==> run_1/cell_classes.png <==
Fill, decap, tap and diode cells in gray.
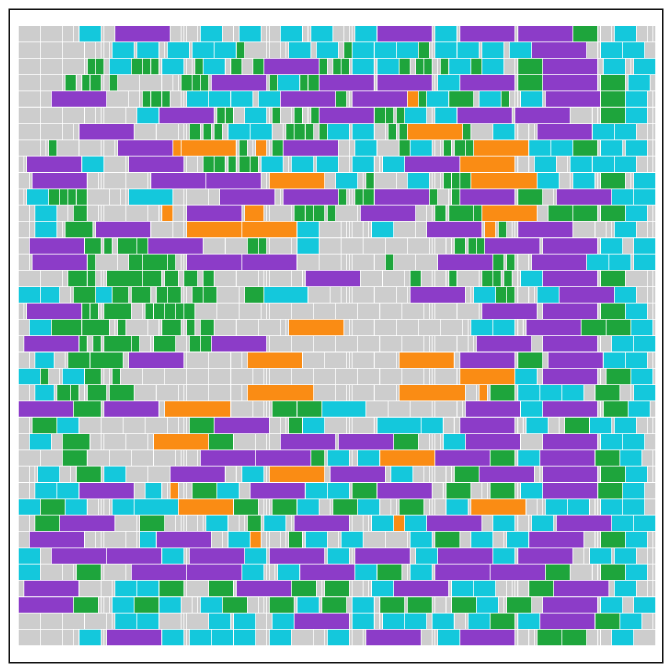
==> run_1/met1.png <==
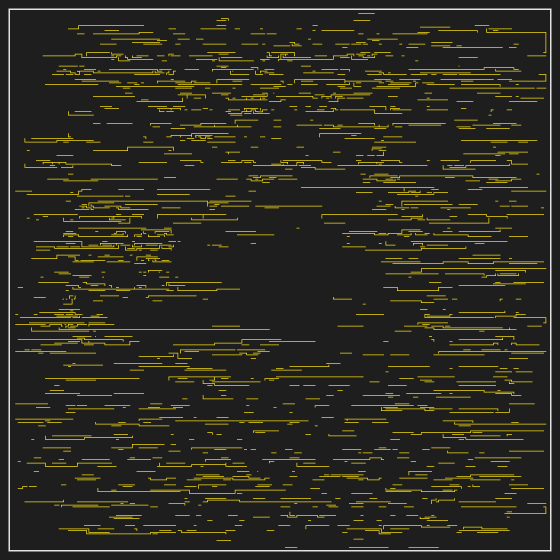
==> run_1/met3.png <==
The bar under the picture is 20 um long.
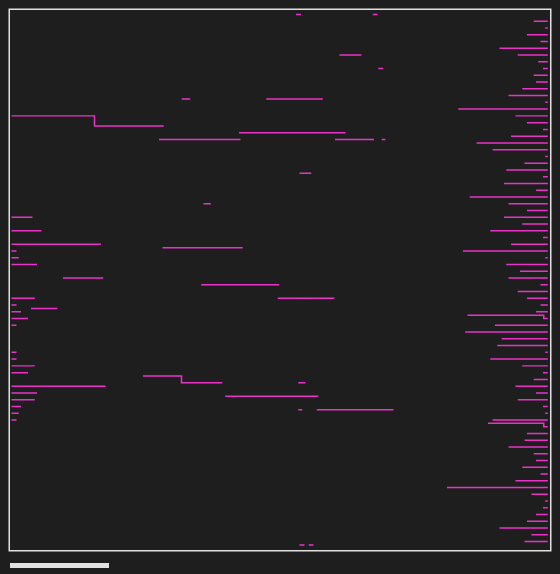
--- config.mk ---
export PLATFORM = sky130hd
export DESIGN_NAME = core_apb_master_flat
export DESIGN_NICKNAME = d
export VERILOG_FILES = /design/src/rtl/core_apb_master_if.sv /design/src/rtl/core_apb_master.sv /design/src/flat_wrapper.sv
export SDC_FILE = /design/constraint.sdc
export NUM_CORES = 1
export LEC_CHECK = 0
export CORE_UTILIZATION = 41
export DETAILED_ROUTE_END_ITERATION = 10
export HOLD_SLACK_MARGIN = 0.06
export PLACE_DENSITY = 0.84
export SLEW_MARGIN = 20
export SYNTH_ARGS = -nofsm -noshare
export SYNTH_HDL_FRONTEND = slang
export SYNTH_SLANG_ARGS = --single-unit
--- constraint.sdc ---
create_clock -name clk -period 2.15 [get_ports clk]
set_clock_uncertainty 0.1 [all_clocks]
set_input_delay 0.3225 -clock clk [delete_from_list [all_inputs] [get_ports clk]]
set_output_delay 0.3225 -clock clk [all_outputs]
set_load 0.02 [all_outputs]
--- src/rtl/core_apb_master_if.sv ---
// APB4 bus bundle shared by the core APB initiator and its interconnect.
interface apb_intf #(
    parameter int ADDR_W = 32,
    parameter int DATA_W = 32
) ();
    logic                  psel;
    logic                  penable;
    logic [ADDR_W-1:0]     paddr;
    logic                  pwrite;
    logic [DATA_W/8-1:0]   pstrb;
    logic [2:0]            pprot;
    logic [DATA_W-1:0]     pwdata;
    logic [DATA_W-1:0]     prdata;
    logic                  pready;
    logic                  pslverr;

    modport master (
        output psel, penable, paddr, pwrite, pstrb, pprot, pwdata,
        input  prdata, pready, pslverr
    );

    modport slave (
        input  psel, penable, paddr, pwrite, pstrb, pprot, pwdata,
        output prdata, pready, pslverr
    );
endinterface

--- src/rtl/core_apb_master.sv ---
// APB4 initiator for the core private peripheral space.
// Takes one valid/ready request at a time, runs a SETUP/ACCESS transfer,
// and returns read data / error status on a valid/ready response channel.
// A wait-state timeout aborts transfers to a slave that never asserts pready.
module core_apb_master #(
    parameter int ADDR_W  = 32,
    parameter int DATA_W  = 32,
    parameter int TIMEOUT = 256,
    parameter int CNT_W   = 9
) (
    input  logic                clk,
    input  logic                rstn,

    input  logic                req_valid,
    output logic                req_ready,
    input  logic                req_write,
    input  logic [ADDR_W-1:0]   req_addr,
    input  logic [DATA_W-1:0]   req_wdata,
    input  logic [DATA_W/8-1:0] req_strb,
    input  logic [2:0]          req_prot,

    output logic                rsp_valid,
    input  logic                rsp_ready,
    output logic [DATA_W-1:0]   rsp_rdata,
    output logic                rsp_err,
    output logic                rsp_tout,

    apb_intf.master             m_apb
);

    localparam bit             TOUT_EN = (TIMEOUT != 0);
    localparam logic [CNT_W-1:0] TERM  = TOUT_EN ? CNT_W'(TIMEOUT - 1) : '0;

    typedef enum logic [1:0] {
        IDLE   = 2'd0,
        SETUP  = 2'd1,
        ACCESS = 2'd2,
        RESP   = 2'd3
    } state_t;

    state_t                state;
    state_t                state_nxt;

    logic [ADDR_W-1:0]     addr_q;
    logic                  write_q;
    logic [DATA_W-1:0]     wdata_q;
    logic [DATA_W/8-1:0]   strb_q;
    logic [2:0]            prot_q;

    logic [CNT_W-1:0]      wait_cnt;
    logic                  tout_hit;

    logic [DATA_W-1:0]     rdata_q;
    logic                  err_q;
    logic                  tout_q;

    logic                  req_hs;
    logic                  psel_c;
    logic                  penable_c;

    assign req_hs   = (state == IDLE) && req_valid;
    assign tout_hit = TOUT_EN && (wait_cnt == TERM);

    // State register
    always_ff @(posedge clk or negedge rstn) begin
        if (!rstn) begin
            state <= IDLE;
        end else begin
            state <= state_nxt;
        end
    end

    // Next-state and state-decoded control outputs
    always_comb begin
        state_nxt = state;
        req_ready = 1'b0;
        psel_c    = 1'b0;
        penable_c = 1'b0;
        rsp_valid = 1'b0;
        unique case (state)
            IDLE: begin
                req_ready = 1'b1;
                if (req_valid) begin
                    state_nxt = SETUP;
                end
            end
            SETUP: begin
                psel_c    = 1'b1;
                state_nxt = ACCESS;
            end
            ACCESS: begin
                psel_c    = 1'b1;
                penable_c = 1'b1;
                // pready is checked first so a completion on the terminal
                // count cycle is treated as a normal transfer.
                if (m_apb.pready || tout_hit) begin
                    state_nxt = RESP;
                end
            end
            RESP: begin
                rsp_valid = 1'b1;
                if (rsp_ready) begin
                    state_nxt = IDLE;
                end
            end
            default: begin
                state_nxt = IDLE;
            end
        endcase
    end

    // Request capture; these registers drive the APB address/data phase
    always_ff @(posedge clk or negedge rstn) begin
        if (!rstn) begin
            addr_q  <= '0;
            write_q <= 1'b0;
            wdata_q <= '0;
            strb_q  <= '0;
            prot_q  <= '0;
        end else if (req_hs) begin
            addr_q  <= req_addr;
            write_q <= req_write;
            wdata_q <= req_wdata;
            strb_q  <= req_strb;
            prot_q  <= req_prot;
        end
    end

    // Wait-state counter: cleared in SETUP, counts ACCESS cycles without pready
    always_ff @(posedge clk or negedge rstn) begin
        if (!rstn) begin
            wait_cnt <= '0;
        end else if (state == SETUP) begin
            wait_cnt <= '0;
        end else if (state == ACCESS && !m_apb.pready) begin
            wait_cnt <= wait_cnt + 1'b1;
        end
    end

    // Response capture at completion or timeout abort; held until next transfer ends
    always_ff @(posedge clk or negedge rstn) begin
        if (!rstn) begin
            rdata_q <= '0;
            err_q   <= 1'b0;
            tout_q  <= 1'b0;
        end else if (state == ACCESS) begin
            if (m_apb.pready) begin
                rdata_q <= write_q ? '0 : m_apb.prdata;
                err_q   <= m_apb.pslverr;
                tout_q  <= 1'b0;
            end else if (tout_hit) begin
                rdata_q <= '0;
                err_q   <= 1'b1;
                tout_q  <= 1'b1;
            end
        end
    end

    assign rsp_rdata     = rdata_q;
    assign rsp_err       = err_q;
    assign rsp_tout      = tout_q;

    assign m_apb.psel    = psel_c;
    assign m_apb.penable = penable_c;
    assign m_apb.paddr   = addr_q;
    assign m_apb.pwrite  = write_q;
    assign m_apb.pwdata  = wdata_q;
    assign m_apb.pprot   = prot_q;
    assign m_apb.pstrb   = write_q ? strb_q : '0;

endmodule
--- src/flat_wrapper.sv ---
// flat-port wrapper written by rule: the top's interface ports become plain ports
module core_apb_master_flat 
#(
    parameter int ADDR_W  = 32,
    parameter int DATA_W  = 32,
    parameter int TIMEOUT = 256,
    parameter int CNT_W   = 9
)
  (clk, rstn, req_valid, req_ready, req_write, req_addr, req_wdata, req_strb, req_prot, rsp_valid, rsp_ready, rsp_rdata, rsp_err, rsp_tout, m_apb_psel, m_apb_penable, m_apb_paddr, m_apb_pwrite, m_apb_pstrb, m_apb_pprot, m_apb_pwdata, m_apb_prdata, m_apb_pready, m_apb_pslverr);
  apb_intf #(.ADDR_W(ADDR_W), .DATA_W(DATA_W)) m_apb_i ();
  input  logic clk;
  input  logic rstn;
  input  logic req_valid;
  output logic req_ready;
  input  logic req_write;
  input  logic [ADDR_W-1:0] req_addr;
  input  logic [DATA_W-1:0] req_wdata;
  input  logic [DATA_W/8-1:0] req_strb;
  input  logic [2:0] req_prot;
  output logic rsp_valid;
  input  logic rsp_ready;
  output logic [DATA_W-1:0] rsp_rdata;
  output logic rsp_err;
  output logic rsp_tout;
  output wire logic [$bits(m_apb_i.psel)-1:0] m_apb_psel;
  output wire logic [$bits(m_apb_i.penable)-1:0] m_apb_penable;
  output wire logic [$bits(m_apb_i.paddr)-1:0] m_apb_paddr;
  output wire logic [$bits(m_apb_i.pwrite)-1:0] m_apb_pwrite;
  output wire logic [$bits(m_apb_i.pstrb)-1:0] m_apb_pstrb;
  output wire logic [$bits(m_apb_i.pprot)-1:0] m_apb_pprot;
  output wire logic [$bits(m_apb_i.pwdata)-1:0] m_apb_pwdata;
  input wire logic [$bits(m_apb_i.prdata)-1:0] m_apb_prdata;
  input wire logic [$bits(m_apb_i.pready)-1:0] m_apb_pready;
  input wire logic [$bits(m_apb_i.pslverr)-1:0] m_apb_pslverr;
  assign m_apb_psel = m_apb_i.psel;
  assign m_apb_penable = m_apb_i.penable;
  assign m_apb_paddr = m_apb_i.paddr;
  assign m_apb_pwrite = m_apb_i.pwrite;
  assign m_apb_pstrb = m_apb_i.pstrb;
  assign m_apb_pprot = m_apb_i.pprot;
  assign m_apb_pwdata = m_apb_i.pwdata;
  assign m_apb_i.prdata = m_apb_prdata;
  assign m_apb_i.pready = m_apb_pready;
  assign m_apb_i.pslverr = m_apb_pslverr;
  core_apb_master #(.ADDR_W(ADDR_W), .DATA_W(DATA_W), .TIMEOUT(TIMEOUT), .CNT_W(CNT_W)) u_core (.clk(clk), .rstn(rstn), .req_valid(req_valid), .req_ready(req_ready), .req_write(req_write), .req_addr(req_addr), .req_wdata(req_wdata), .req_strb(req_strb), .req_prot(req_prot), .rsp_valid(rsp_valid), .rsp_ready(rsp_ready), .rsp_rdata(rsp_rdata), .rsp_err(rsp_err), .rsp_tout(rsp_tout), .m_apb(m_apb_i));
endmodule
==> flow_summary.ini, run 1 <==
; implementation run metrics
[cts]
clk_pin_slew_worst_paths_ps = 50
clkLatencyLatePin_ps = 390

[min_path]
worstHoldPathType = input pin to flip-flop

[critical_path]
r2r_slack_ps = 130
required_ps = 1730
cp-start-kind = flip-flop
critPathMaxFanout = 4

[timing]
fmax_mhz = 484
worst_slew_pin_slew_ps = 542
min_period_ps = 2070
final_hold_viol_count = 0

[pwr]
sequentialPowerShare_pct = 31.4
p_seq_w = 0.00383

[detailed_routing]
drt_iter0_drc = 156
first_pass_iters = 4
viasPerCell = 4.82

[cells_and_area]
antenna_cells = 0

[place]
gp_congestion = 0.780

[logic_synthesis]
yosys-stat-area_sq_um = 4670
synth_cells = 369
synthArstFlopShare_pct = 100

[global_routing]
grt_pass1_vias = 3632
grt_antenna_before_repair = 0

[outcome]
status = finished, final reports clean

[die]
die_w_um = 109
Notes on cell_classes.png above:
- clock drivers and dummy loads: orange (cells 31; share of their area 7.9%)
- all other logic: green (cells 233; share of their area 22%)
- other buffers and delay cells: cyan (cells 227; share of their area 31%)
- flops: purple (cells 117; share of their area 39%)
post-route core utilization: 69.9%
core footprint: 11000 sq um
# rows: 38
fraction of area in registers: 38.1%
final instance area: 7670 sq um

Notes on met1.png above:
- share of all routed wire: 40%
- wire length on this layer: 4700 um
final wirelength: 11900 um
vias after detailed routing: 3604
met1 usage: 23.9%

Notes on met3.png above:
- wire length on this layer: 730 um
- main direction: horizontal
- longest straight run: 21.2 um
- nets with wire on the layer: 111
M3 GR Usage: 6.10%

run 1: Yosys cell counts, drive strengths merged, types with 2 or more instances:
master | number | area, sq um
nor2b | 4 | 32.5
clkbuf | 4 | 15.0
ha | 7 | 87.6
nor2 | 7 | 26.3
mux2 | 74 | 833
buf | 15 | 73.8
a21oi | 3 | 15.0
or3 | 3 | 18.8
nand3 | 2 | 10.0
and2 | 4 | 25.0
inv | 8 | 30.0
dfrtp | 117 | 2930
o21ai | 38 | 194
nand4b | 2 | 17.5
nand2 | 68 | 255
run 1: worst max-delay path by stage:
stage                                        to  slack (ps)
global placement    u_core.state[1]$_DFFE_PN0P_         250
detailed placement  u_core.state[1]$_DFFE_PN0P_         160
CTS                              m_apb_pstrb[0]          50
global route                     m_apb_pstrb[0]           5
finish                                rsp_valid          80
floorplan           u_core.state[1]$_DFFE_PN0P_         330
run 1: worst min-delay path: stages:
cell,delay (ps)
clkdlybuf4s50_1,390
nand2_1,60
o21ai_1,50
run 1: stage by stage:
stage	utilization (%)	area (sq um)	hold slack (ps)	setup WS, ps	instances
CTS	69.9	7670	352	46.3	748
global placement	64.4	7070	266	253	716
global route	69.9	7670	361	5.18	748
detailed placement	64.4	7070	277	156	716
floorplan	-	4670	-73.1	328	369
finish	69.9	7670	361	84.3	748
run 1: cells by family after synthesis:
group           share of synthesized area (%)
flops                                    62.7
simple gates                             8.79
mux                                      18.1
compound gates                           5.60
buf+inv                                  2.55
fa+ha+maj                                1.88
xor+xnor                                0.375
run 1: state kept, by name, indices dropped and copies added (netlist names):
register             count
u_core.state             2
u_core.rsp_err           1
u_core.m_apb.pwrite      1
u_core.m_apb.pwdata     32
u_core.wait_cnt          9
u_core.rsp_tout          1
u_core.m_apb.pprot       3
u_core.strb_q            4
u_core.m_apb.paddr      32
u_core.rsp_rdata        32
run 1: layer usage:
metal	wire length [um]	GRT usage [%]	part of all wire, %	up-vias
met1	4700	23.9	40	1744
li1	-	-	-	1710
met2	6240	36.1	53	136
met4	172	6.66	1.5	0
met3	729	6.10	6.2	14
met5	0	0	0	-
run 1: cells in the final DEF (no fill, tap or decap), types with 3 or more instances in the layout:
master	netlist	final
a21oi_1	3	3
and2_1	4	4
buf_12	0	5
buf_4	0	3
bufinv_16	0	4
clkbuf_1	4	3
clkbuf_16	0	17
clkdlybuf4s50_1	0	215
clkinv_2	0	6
dfrtp_1	117	117
dlygate4sd2_1	0	3
ha_1	7	6
inv_1	8	8
mux2_1	72	72
nand2_1	68	67
nor2_1	7	7
o21ai_0	6	6
o21ai_1	31	31
or3_1	3	3
run 1: layout make-up:
class	count	share of cell area, %
multi-input cells	225	21.3
clock inverters	11	2.07
repair buffers	227	30.1
well taps	140	2.28
flip-flops and latches	117	38.1
clock buffers	20	5.69
inverters	8	0.391
run 1: repair_timing:
item                                    CTS  global route
resized                                   3             1
endpoints found under the setup margin    3             1
hold buffers                              1             0
endpoints found under the hold margin   117             0
pin swaps                                 0             0
buffers inserted                          0             0
--- run 2 (diff from run 1) ---
--- a/config.mk
+++ b/config.mk
@@ -7,6 +7,7 @@
 export LEC_CHECK = 0
 export CORE_UTILIZATION = 41
 export DETAILED_ROUTE_END_ITERATION = 10
+export GPL_TIMING_DRIVEN = 1
 export HOLD_SLACK_MARGIN = 0.06
 export PLACE_DENSITY = 0.84
 export SLEW_MARGIN = 20
==> run 2 against run 1 <==
- global-route usage unchanged
- core utilization stayed put
- register-to-register slack barely moved
- sequential share of layout area did not move
- largest cell class unchanged
==> flow_summary.ini, run 2 <==
; implementation run metrics
[critical_path]
cp-start-kind = flip-flop
critPathMaxFanout = 4

[logic_synthesis]
mux_share_pct = 18.1
xor_area_share_pct = 0.375
yosysMostFrequentCell = dfrtp_1
yosys-stat-area_sq_um = 4670
synth_cells = 369
common_cells = dfrtp_1, mux2_1, nand2_1
area_leaders = dfrtp_1, mux2_1, nand2_1
edf_count = 0
synth.top_cell.area_share_pct = 62.7
synth.logic.top_family = multiplexers
ys_seq_elements = 117
synthArstFlopShare_pct = 100
aoi_share_pct = 5.60
simple_gate_share_pct = 8.79
synthAdderAreaFrac_pct = 1.88

[die]
die_w_um = 109
design.core.area_sq_um = 11000
rows = 38
io_pins = 220

[detailed_routing]
drt_iter0_drc = 156
viasPerCell = 4.82
first_pass_iters = 4
via_count = 3604
wirelength_um = 11900

[timing]
final_hold_viol_count = 0
fmax_mhz = 484
min_period_ps = 2070
worst_slew_pin_slew_ps = 542

[cts]
postCtsSetupBuffers = 0
clk_pin_slew_worst_paths_ps = 50

[min_path]
worstHoldPathType = input pin to flip-flop

[place]
dp.cells = 716
gp_congestion = 0.780
dpl_cell_area_sq_um = 7070

[global_routing]
grt_pass1_vias = 3632
grt_pass1_wl_um = 18200
grt_antenna_before_repair = 0

[cells_and_area]
lay_top_count = clkdlybuf4s50_1
antenna_cells = 0
lay_top_cells = clkdlybuf4s50_1, dfrtp_1, mux2_1
instances_no_fill = 748

[outcome]
status = finished, final reports clean

[pwr]
p_leak_nw = 3.27
==> run 2: cell counts after synthesis <==
Identical to the previous run, type by type.
==> run 2: layer usage <==
metal	wire, um	global-route usage, %
met1	4700	23.9
met2	6240	36.1
met3	729	6.10
met4	172	6.66
met5	0	0
==> run 2: worst paths after layout <==
kind | slack (ps) | depth (start not counted) | to | from
setup reg to reg | 130 | 7 | u_core.state[1]$_DFFE_PN0P_ | u_core.wait_cnt[0]$_DFFE_PN0P_
min in group asynchronous | 390 | 3 | u_core.m_apb.pprot[2]$_DFFE_PN0P_ | rstn
hold / removal | 360 | 3 | u_core.rsp_rdata[21]$_DFFE_PN0P_ | m_apb_prdata[21]
setup / recovery | 80 | 2 | rsp_valid | u_core.state[0]$_DFFE_PN0P_
hold reg to reg | 380 | 2 | u_core.rsp_tout$_DFFE_PN0P_ | u_core.rsp_tout$_DFFE_PN0P_
max in group asynchronous | 1090 | 3 | u_core.rsp_rdata[14]$_DFFE_PN0P_ | rstn
==> run 2: stage by stage <==
step / power [W] / hold slack [ps] / utilization (%) / worst slack (ps)
floorplan: 0.00654 / -73.1 / - / 328
global placement: 0.00923 / 266 / 64.4 / 253
detailed placement: 0.00943 / 277 / 64.4 / 156
CTS: 0.0123 / 352 / 69.9 / 46.3
global route: 0.0129 / 361 / 69.9 / 5.18
finish: 0.0122 / 361 / 69.9 / 84.3
==> run 2: cell families (layout without fill, tap and decap cells) <==
kind of cell	count (synthesis)	in the layout
DFF	117	117
and+or+nand+nor	94	94
muxes	75	75
AOI/OAI and AO/OA	47	47
buffers and inverters	27	266
adders and majority gates	7	7
xor gates and xnor gates	2	2
==> run 2: cell type report <==
cell class | instances | area, sq um
clock buffer | 20 | 437
fill | 781 | 3310
sequential | 117 | 2930
multi-input combinational | 225 | 1640
clock inverter | 11 | 159
timing repair buffer | 227 | 2310
inverter | 8 | 30.0
tap | 140 | 175
==> run 2: where the power goes <==
group	internal, W	switching [W]
sequential	0.00327	0.000561
clock	0.00192	0.000935
combinational	0.00275	0.00276
==> run 2: repair_timing <==
action | CTS | global route
gates resized | 3 | 1
setup endpoints to repair | 3 | 1
hold endpoints to repair | 117 | 0
hold buffers | 1 | 0
gates cloned | 0 | 0
==> run 2: critical path, cell delays in order, from the launching register on <==
cell and delay (ps):
dfrtp_1 400, ha_1 220, clkdlybuf4s50_1 630
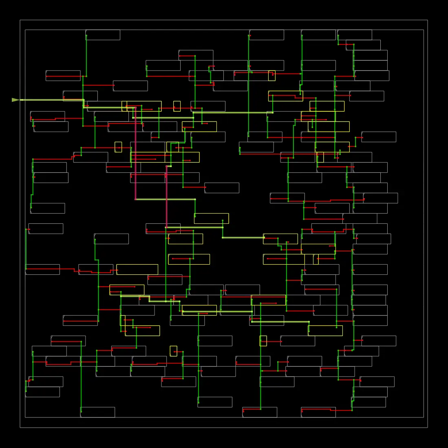
(run_2/final_clocks.png)
Clock Sinks: 117
flip-flops: 117
clkbuf count: 20
Insertion Delay late pin: 390 ps

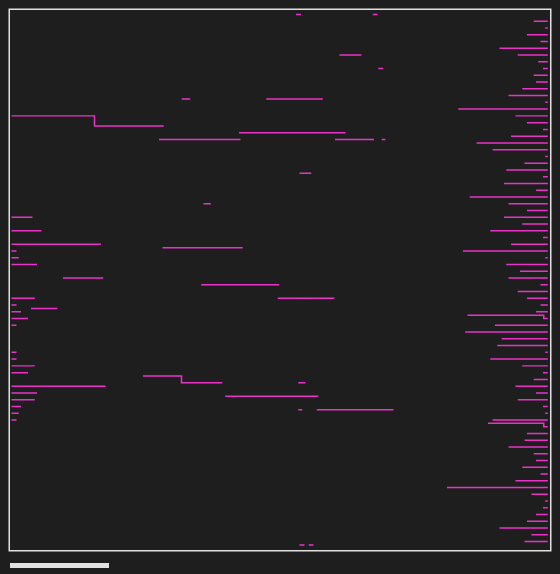
(run_2/met3.png)
The bar under the picture is 20 um long.
- nets with wire on the layer: 111
- longest straight run: 21.2 um

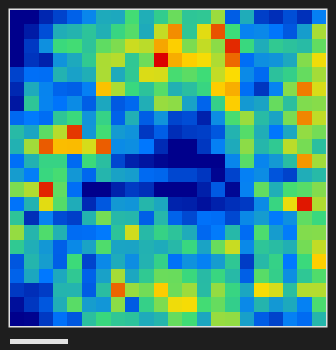
(run_2/wire_density.png)
The bar under the picture is 20 um long. The die is cut into 22 by 22 equal tiles; dark blue is low, red is high, scaled to the fullest tile. Values are wire area over tile area, all layers added.
- mean over tiles: 0.16
- nearly empty tiles: 4.3%
- tiles over half the peak: 28%
- densest ninth of the die: top center
- emptiest ninth of the die: center
GRT Total Usage: 20.5%
drt wl/cell: 15.8 um

No activity file was given, so power comes from the tool's default toggle rates.
